===== config.mk =====
export PLATFORM = sky130hd
export DESIGN_NAME = reg_file_wr_arbiter_flat
export DESIGN_NICKNAME = d
export VERILOG_FILES = /design/src/rtl/reg_file_wr_arbiter_if.sv /design/src/rtl/reg_file_wr_arbiter.sv /design/src/flat_wrapper.sv
export SDC_FILE = /design/constraint.sdc
export NUM_CORES = 1
export LEC_CHECK = 0
export ABC_CLOCK_PERIOD_IN_PS = 5900
export CAP_MARGIN = 40
export CORE_UTILIZATION = 55
export DETAILED_ROUTE_END_ITERATION = 8
export DONT_BUFFER_PORTS = 1
export MAX_ROUTING_LAYER = met4
export PLACE_DENSITY = 0.81
export SYNTH_ARGS = -nofsm -noshare
export SYNTH_HDL_FRONTEND = slang
export SYNTH_SLANG_ARGS = --single-unit

===== constraint.sdc =====
create_clock -name Clk -period 5.9 [get_ports Clk]
set_input_delay 1.475 -clock Clk [delete_from_list [all_inputs] [get_ports Clk]]
set_output_delay 1.475 -clock Clk [all_outputs]
set_load 0.005 [all_outputs]

===== src/rtl/reg_file_wr_arbiter_if.sv =====
// Write-port bundle between the two writeback requesters, the arbiter and the
// register file / decode stall logic.
interface reg_file_wr_arbiter_if #(
   parameter int ADDR_W = 5,
   parameter int DATA_W = 32
);
   logic                   ReqA;
   logic [ADDR_W-1:0]      AddrA;
   logic [DATA_W-1:0]      DataA;
   logic                   AckA;
   logic                   ReqB;
   logic [ADDR_W-1:0]      AddrB;
   logic [DATA_W-1:0]      DataB;
   logic                   AckB;
   logic [ADDR_W-1:0]      Awr;
   logic [DATA_W-1:0]      Din;
   logic                   WrEn;
   logic [2**ADDR_W-1:0]   Busy;

   // Requesters, register file and decode side
   modport master (
      output ReqA, AddrA, DataA, ReqB, AddrB, DataB,
      input  AckA, AckB, Awr, Din, WrEn, Busy
   );

   // Arbiter side
   modport slave (
      input  ReqA, AddrA, DataA, ReqB, AddrB, DataB,
      output AckA, AckB, Awr, Din, WrEn, Busy
   );
endinterface


===== src/rtl/reg_file_wr_arbiter.sv =====
// Shares the single register-file write port between ALU writeback (A) and
// load writeback (B). Each requester owns a one-entry slot; slots compete
// round-robin, except that two writes to the same register drain oldest first.
// Busy flags every register with a write still in a slot or in the issue register.
module reg_file_wr_arbiter #(
   parameter int ADDR_W = 5,
   parameter int DATA_W = 32
) (
   input  logic                   Clk,
   input  logic                   Rst,
   reg_file_wr_arbiter_if.slave   bus
);

   // Slot stage
   logic                    full_a_p0;
   logic                    full_b_p0;
   logic [ADDR_W-1:0]       addr_a_p0;
   logic [ADDR_W-1:0]       addr_b_p0;
   logic [DATA_W-1:0]       data_a_p0;
   logic [DATA_W-1:0]       data_b_p0;
   logic                    a_older_p0;
   logic                    last_b;

   // Issue stage
   logic                    wr_en_p1;
   logic [ADDR_W-1:0]       awr_p1;
   logic [DATA_W-1:0]       din_p1;

   logic                    load_a;
   logic                    load_b;
   logic                    gnt_a;
   logic                    gnt_b;
   logic [2**ADDR_W-1:0]    busy;

   // A slot accepts only when empty; writes to r0 are acknowledged but dropped.
   assign bus.AckA = Rst & ~full_a_p0;
   assign bus.AckB = Rst & ~full_b_p0;
   assign load_a   = bus.ReqA & bus.AckA & (bus.AddrA != '0);
   assign load_b   = bus.ReqB & bus.AckB & (bus.AddrB != '0);

   // Grant selection: lone slot wins, same register goes oldest first, otherwise alternate.
   always_comb begin
      gnt_a = 1'b0;
      gnt_b = 1'b0;
      if (full_a_p0 && full_b_p0) begin
         if (addr_a_p0 == addr_b_p0) begin
            gnt_a = a_older_p0;
            gnt_b = ~a_older_p0;
         end else begin
            gnt_a = last_b;
            gnt_b = ~last_b;
         end
      end else begin
         gnt_a = full_a_p0;
         gnt_b = full_b_p0;
      end
   end

   // Slot occupancy, age, round-robin pointer and the issue register.
   always_ff @(posedge Clk or negedge Rst) begin
      if (!Rst) begin
         full_a_p0  <= 1'b0;
         full_b_p0  <= 1'b0;
         a_older_p0 <= 1'b1;
         last_b     <= 1'b1;
         wr_en_p1   <= 1'b0;
         awr_p1     <= '0;
         din_p1     <= '0;
      end else begin
         if (load_a)
            full_a_p0 <= 1'b1;
         else if (gnt_a)
            full_a_p0 <= 1'b0;

         if (load_b)
            full_b_p0 <= 1'b1;
         else if (gnt_b)
            full_b_p0 <= 1'b0;

         // A newcomer is younger than an occupied peer; simultaneous loads favour A.
         if (load_a && load_b)
            a_older_p0 <= 1'b1;
         else if (load_a)
            a_older_p0 <= ~full_b_p0;
         else if (load_b)
            a_older_p0 <= full_a_p0;

         wr_en_p1 <= gnt_a | gnt_b;
         if (gnt_a) begin
            awr_p1 <= addr_a_p0;
            din_p1 <= data_a_p0;
            last_b <= 1'b0;
         end else if (gnt_b) begin
            awr_p1 <= addr_b_p0;
            din_p1 <= data_b_p0;
            last_b <= 1'b1;
         end
      end
   end

   // Slot payload; meaningful only while the matching full flag is set.
   always_ff @(posedge Clk) begin
      if (load_a) begin
         addr_a_p0 <= bus.AddrA;
         data_a_p0 <= bus.DataA;
      end
      if (load_b) begin
         addr_b_p0 <= bus.AddrB;
         data_b_p0 <= bus.DataB;
      end
   end

   // Pending-write bitmap for decode stalls; r0 is never pending.
   always_comb begin
      busy = '0;
      if (full_a_p0)
         busy[addr_a_p0] = 1'b1;
      if (full_b_p0)
         busy[addr_b_p0] = 1'b1;
      if (wr_en_p1)
         busy[awr_p1] = 1'b1;
      busy[0] = 1'b0;
   end

   assign bus.WrEn = wr_en_p1;
   assign bus.Awr  = awr_p1;
   assign bus.Din  = din_p1;
   assign bus.Busy = busy;

endmodule


===== src/flat_wrapper.sv =====
// flat-port wrapper written by rule: the top's interface ports become plain ports
module reg_file_wr_arbiter_flat 
#(
   parameter int ADDR_W = 5,
   parameter int DATA_W = 32
)
  (Clk, Rst, bus_ReqA, bus_AddrA, bus_DataA, bus_ReqB, bus_AddrB, bus_DataB, bus_AckA, bus_AckB, bus_Awr, bus_Din, bus_WrEn, bus_Busy);
  reg_file_wr_arbiter_if #(.ADDR_W(ADDR_W), .DATA_W(DATA_W)) bus_i ();
  input  logic Clk;
  input  logic Rst;
  input wire logic [$bits(bus_i.ReqA)-1:0] bus_ReqA;
  input wire logic [$bits(bus_i.AddrA)-1:0] bus_AddrA;
  input wire logic [$bits(bus_i.DataA)-1:0] bus_DataA;
  input wire logic [$bits(bus_i.ReqB)-1:0] bus_ReqB;
  input wire logic [$bits(bus_i.AddrB)-1:0] bus_AddrB;
  input wire logic [$bits(bus_i.DataB)-1:0] bus_DataB;
  output wire logic [$bits(bus_i.AckA)-1:0] bus_AckA;
  output wire logic [$bits(bus_i.AckB)-1:0] bus_AckB;
  output wire logic [$bits(bus_i.Awr)-1:0] bus_Awr;
  output wire logic [$bits(bus_i.Din)-1:0] bus_Din;
  output wire logic [$bits(bus_i.WrEn)-1:0] bus_WrEn;
  output wire logic [$bits(bus_i.Busy)-1:0] bus_Busy;
  assign bus_i.ReqA = bus_ReqA;
  assign bus_i.AddrA = bus_AddrA;
  assign bus_i.DataA = bus_DataA;
  assign bus_i.ReqB = bus_ReqB;
  assign bus_i.AddrB = bus_AddrB;
  assign bus_i.DataB = bus_DataB;
  assign bus_AckA = bus_i.AckA;
  assign bus_AckB = bus_i.AckB;
  assign bus_Awr = bus_i.Awr;
  assign bus_Din = bus_i.Din;
  assign bus_WrEn = bus_i.WrEn;
  assign bus_Busy = bus_i.Busy;
  reg_file_wr_arbiter #(.ADDR_W(ADDR_W), .DATA_W(DATA_W)) u_core (.Clk(Clk), .Rst(Rst), .bus(bus_i));
endmodule

==> run_1/port_trees.png <==
The bar under the picture is 20 um long.
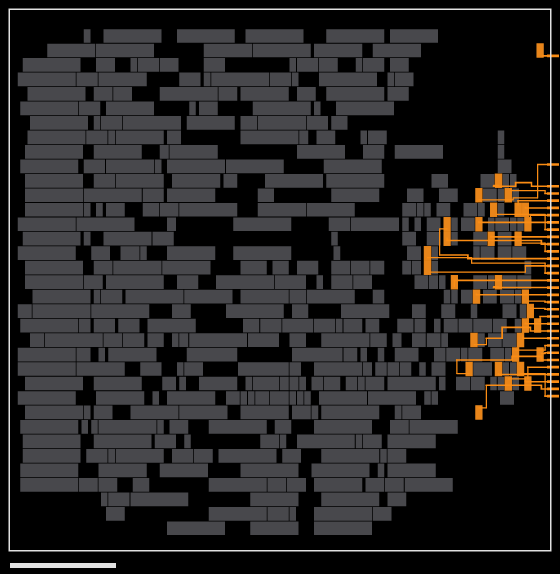
[orange] bus_Busy | bits: 32 | direction: output | end cells: 32 | wire: 349 um

==> run_1/layers.png <==
Only two layers are drawn.
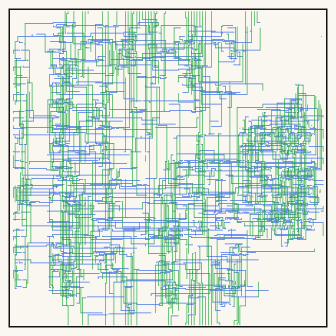
[blue] M1 | wire length: 5,070 um
[green] M2 | wire length: 6,130 um
WL final: 12,500 um
GRT Util Overall: 25.7%
routed via count: 3,650
routed length per placed instance: 22.0 um

==> results.toml, run 1 <==
# generated from flow reports
[power_and_ir_drop]
switching_share_pct = 26.5
p_int_mw = 1.74
p_clk_share_pct = 42.7
power.share.sequential_pct = 45.5

[yosys]
synth_nets = 512
synthesis.area_um2 = 5440
synthFlopType = "edfxtp_1"
ys_seq_share_pct = 60.2
yosys_cells = 434
syn_area_per_cell_um2 = 12.5
yosysChipArea_um2 = 5440
ys_async_sr_fraction_pct = 36.2
synth_warnings = 0
xor_area_share_pct = 0.943
ys_seq_elements = 116
ys_sh_simple_pct = 14.3

[place]
dpl_cell_area_um2 = 5430
portBuffers = 0

[clock_network]
clock_tree.buffer_depth = 2
post-cts-setup-buffer-count = 0
cts_root_buf = "clkbuf_8"
clock-sinks = 116
numCtsBuffers = 17

[finish]
finish.instance_area_um2 = 6030
synthToLayoutAreaGrowth_pct = 10.8
final_common_cell = "nand2_1"
comb_share_pct = 32.0
n_all_inverters = 6
final-nonclk-buf-share_pct = 0.706
nClkBuffers = 17
n_fill_cell = 690
regArea_um2 = 3280
logic_area_um2 = 1930

[floorplan]
taps = 129
coreArea_um2 = 9420

[setup_path]
critPathRequiredTime_ns = 4.43
arrival_ns = 2.68
crit_type = "flip-flop to output pin"
cp_cell_sequence = "inv_2 > nor3_1 > a22oi_1 > nand2_1"

[final_timing]
relSlewSlack_pct = 35.7
report.final.slew_viol_count = 0
setup_viol = 0
setup_tns_ns = 0
finalHoldViolCount = 0

[hold_path]
hp-class = "flip-flop to flip-flop"

[run_status]
outcome = "finished, final reports clean"

[detailed_routing]
drtPass1Iterations = 5

[global_routing]
grt_max_degree = 46
grt_pass1_wl_um = 18800
==> run_1/closeup.png <==
Window x 5 to 45, y 56 to 96 um. Cells in grey, sequential cells in the stronger grey; small squares are vias.
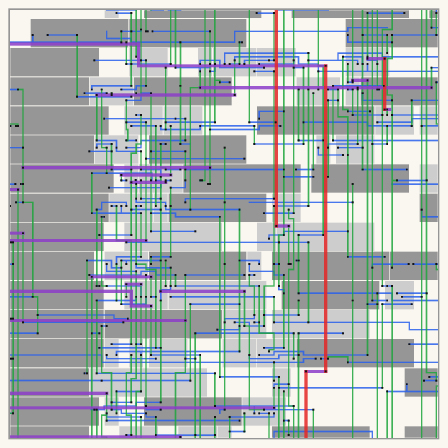
[green] M2
[red] M4
[purple] M3
[blue] M1
sequential cells in the window: 29
most frequent: edfxtp_1 (20), o221a_1 (11)
netlist names of flops here include: u_core.data_a_p0 (11), u_core.bus.Din (9), u_core.data_b_p0 (8)
cells with their middle in the window: 68

run 1: power by group through the flow:
| stage | Combinational, mW | Sequential (mW) | Clock, mW |
|---|---|---|---|
| after floorplan | 0.250 | 1.04 | 0 |
| after global placement | 0.257 | 1.09 | 0 |
| after detailed placement | 0.273 | 1.09 | 0 |
| after CTS | 0.276 | 1.08 | 1.02 |
| after global routing | 0.302 | 1.09 | 1.05 |
| final | 0.278 | 1.08 | 1.01 |
run 1: cell usage after synthesis, types with 2 or more instances:
library cell | number | share of area (%)
nor2b_1 | 2 | 0.23
inv_1 | 5 | 0.35
or4_1 | 2 | 0.28
a21oi_1 | 2 | 0.18
clkbuf_1 | 9 | 0.62
nand2_1 | 101 | 7.0
buf_2 | 5 | 0.46
nor3_4 | 2 | 0.60
a22oi_1 | 30 | 4.1
and3_1 | 5 | 0.58
and3b_1 | 4 | 0.64
buf_4 | 5 | 0.69
nor2_1 | 18 | 1.2
dlygate4sd3_1 | 2 | 0.37
a222oi_1 | 2 | 0.37
nor3b_1 | 11 | 1.5
o221a_1 | 30 | 6.2
buf_6 | 7 | 1.4
dfstp_2 | 2 | 0.97
a221o_1 | 7 | 1.3
nor3_1 | 4 | 0.37
mux2i_1 | 38 | 7.0
edfxtp_1 | 74 | 41
dfrtp_1 | 40 | 18
xor2_1 | 4 | 0.64
run 1: sequential cells by signal, indices dropped and copies added (netlist names):
register and cells:
u_core.addr_a_p0 5, u_core.a_older_p0 1, u_core.full_b_p0 1, u_core.bus.Awr 5
u_core.data_a_p0 32, u_core.bus.Din 32, u_core.addr_b_p0 5, u_core.bus.WrEn 1
u_core.data_b_p0 32, u_core.last_b 1, u_core.full_a_p0 1
run 1: per-layer routing:
metal	track usage (%)	wire (um)
met2	40.0	6130
met1	31.6	5070
met4	9.59	151
met3	8.28	1180
met5	-	0
run 1: through the flow:
step | worst slack [ns] | power, mW | hold slack [ns] | utilization (%)
after floorplan | 2.19 | 1.29 | 0.455 | -
after global placement | 2.43 | 1.34 | 0.468 | 57.5
after detailed placement | 2.32 | 1.36 | 0.468 | 57.7
after CTS | 1.78 | 2.38 | 0.478 | 64.0
after global routing | 1.63 | 2.45 | 0.511 | 64.0
final | 1.74 | 2.37 | 0.474 | 64.0
run 1: worst paths after layout:
path	start	endpoint	slack, ns	depth (start not counted)
max in group asynchronous	Rst	u_core.last_b	5.03	0
setup / recovery	u_core.full_a_p0	bus_Busy[16]	1.74	4
setup reg to reg	u_core.full_b_p0	u_core.bus.Din[13]	3.25	6
hold / removal	u_core.data_a_p0[23]	u_core.bus.Din[23]	0.47	1
hold reg to reg	u_core.data_a_p0[23]	u_core.bus.Din[23]	0.47	1
min in group asynchronous	Rst	u_core.bus.Din[5]	0.67	0
run 1: logic make-up (layout without fill, tap and decap cells):
| logic type | Yosys count | in the layout |
|---|---|---|
| DFF | 116 | 116 |
| other | 1 | 1 |
| muxes | 38 | 38 |
| buffers and inverters | 36 | 42 |
| and+or+nand+nor | 161 | 161 |
| xor gates and xnor gates | 5 | 5 |
| AOI/OAI and AO/OA | 77 | 77 |
==> run_1/clock_nets.png <==
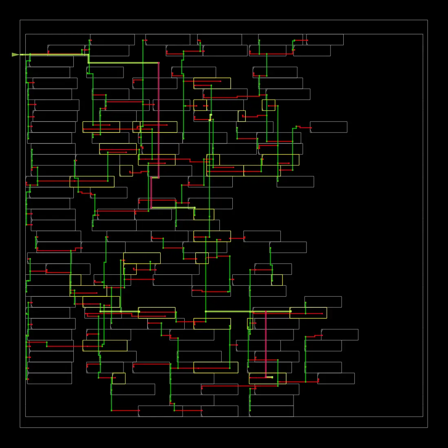

==> run 2, diff against run 1 <==
- ABC_CLOCK_PERIOD_IN_PS: 5900 -> 3600
- PLACE_DENSITY: 0.81 -> 0.84
- clock period: 5.9 -> 3.6 ns (I/O delays scaled with it)
==> run_2/clock_nets.png <==
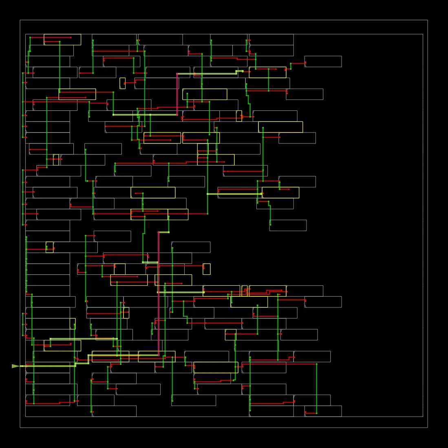
Setup Skew: 0.0102 ns
clock latency on the worst-skew pair: 0.50 ns
FFs & Latches: 116
Num CTS Buffers: 17
# clock sinks: 116

==> run_2/ff_map.png <==
The bar under the picture is 20 um long.
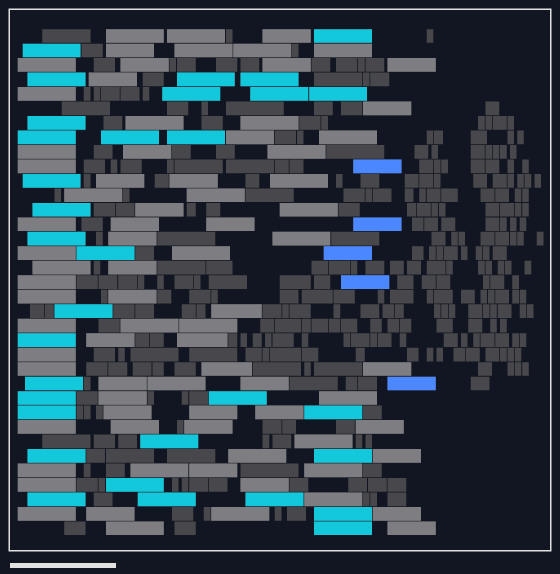
[blue] u_core.bus.Awr | sequential cells: 5
[cyan] u_core.data_b_p0 | sequential cells: 32

==> results.toml, run 2 <==
# generated from flow reports
[finish]
finish.instance_area_um2 = 6040
final_util_pct = 64.1

[detailed_routing]
drtPass1Iterations = 7
routed_wl_um = 12800
routedWlPerCell_um = 22.4

[yosys]
syn_area_per_cell_um2 = 12.5
synth_nets = 512
ys_async_sr_fraction_pct = 36.2
synthFlopType = "edfxtp_1"
netlist_top_cells_count = "nand2_1, edfxtp_1, dfrtp_1"
top_area_share_pct = 40.9
ys_seq_share_pct = 60.2
synth_warnings = 0
top_area_cell = "edfxtp_1"
synth_dominant_cell_count = "nand2_1"
ys_seq_elements = 116
yosysChipArea_um2 = 5440
yosys_cells = 434

[final_timing]
finalHoldViolCount = 0
setup_tns_ns = 0
report.final.slew_viol_count = 0
relSlewSlack_pct = 36.0
fin_ws_ns = 0.334

[floorplan]
coreArea_um2 = 9420

[setup_path]
critPathRequiredTime_ns = 2.70
cp_cell_sequence = "inv_2 > nor3_1 > a22oi_1 > nand2_1"
crit_type = "flip-flop to output pin"
rr_endpoint = "u_core.bus.Din[26]"
r2r_cells = 6
r2r_setup_slack_ns = 1.12
arrival_ns = 2.37
r2r_start = "u_core.addr_b_p0[2]"

[clock_network]
cts_root_buf = "clkbuf_8"
clock_tree.buffer_depth = 2

[hold_path]
hp-class = "input pin to async pin"

[power_and_ir_drop]
power.share.sequential_pct = 45.3
p_clk_share_pct = 43.1
power.total_mw = 3.91

[global_routing]
grt_pass1_wl_um = 19100

[place]
portBuffers = 0
dpl_cell_area_um2 = 5450
place_ws_ns = 0.863

[run_status]
outcome = "finished, final reports clean"
==> run 2: netlist changes by cell type in the layout (fill, tap and decap cells not counted), sizes merged <==
cell / change
clkbuf: +5
clkinv: -4
inv: -3
buf: +2
bufinv: +1
clkinvlp: +1
==> run 2: worst register-to-register path, stage by stage (launching register included) <==
cell,delay (ns)
edfxtp_1,0.59
xor2_1,0.27
nor3_4,0.28
a21bo_1,0.17
nand3_1,0.39
buf_4,0.40
o221a_1,0.27
==> run 2: cell type report <==
class	instances	area (um^2)
Timing Repair Buffer	6	57.6
Multi-Input combinational cell	282	1930
Clock buffer	22	433
Tap cell	129	161
Clock inverter	10	156
Sequential cell	116	3280
Inverter	6	22.5
Fill cell	679	3380
==> run 2: logic make-up after synthesis <==
group / share of synthesized area, %
muxes: 6.99
and+or+nand+nor: 14.3
buffers and inverters: 4.42
other: 0.0689
AOI/OAI and AO/OA: 13.1
DFF: 60.2
xor gates and xnor gates: 0.943
==> run 2: how the worst max path moves through the flow <==
stage | start | to | slack [ns] | cells after the start
after CTS | u_core.full_a_p0 | bus_Busy[16] | 0.42 | 4
after global routing | u_core.full_a_p0 | bus_Busy[2] | 0.23 | 4
after floorplan | bus_AddrA[0] | u_core.addr_a_p0[0] | 0.47 | 3
after global placement | bus_AddrB[0] | u_core.data_b_p0[29] | 0.98 | 4
final | u_core.full_a_p0 | bus_Busy[20] | 0.33 | 4
after detailed placement | bus_AddrB[0] | u_core.data_b_p0[25] | 0.86 | 4
==> run 2: power by group through the flow <==
stage               logic, mW  clock network [mW]  registers (mW)
floorplan               0.409                   0            1.71
global placement        0.417                   0            1.79
detailed placement      0.453                   0            1.79
CTS                     0.456                1.69            1.77
global route            0.500                1.75            1.79
finish                  0.456                1.69            1.77
==> run 2: metal layers <==
layer  track usage [%]  part of all wire (%)  vias to the layer above
met5                 -                     0                        -
met4              7.58                  0.93                        0
met3              10.4                   9.6                       12
met2              40.8                    49                      230
met1              31.6                    40                     1779
li1                  -                     -                     1614
Power figures rest on the tool's default switching activity, not on a simulated workload.
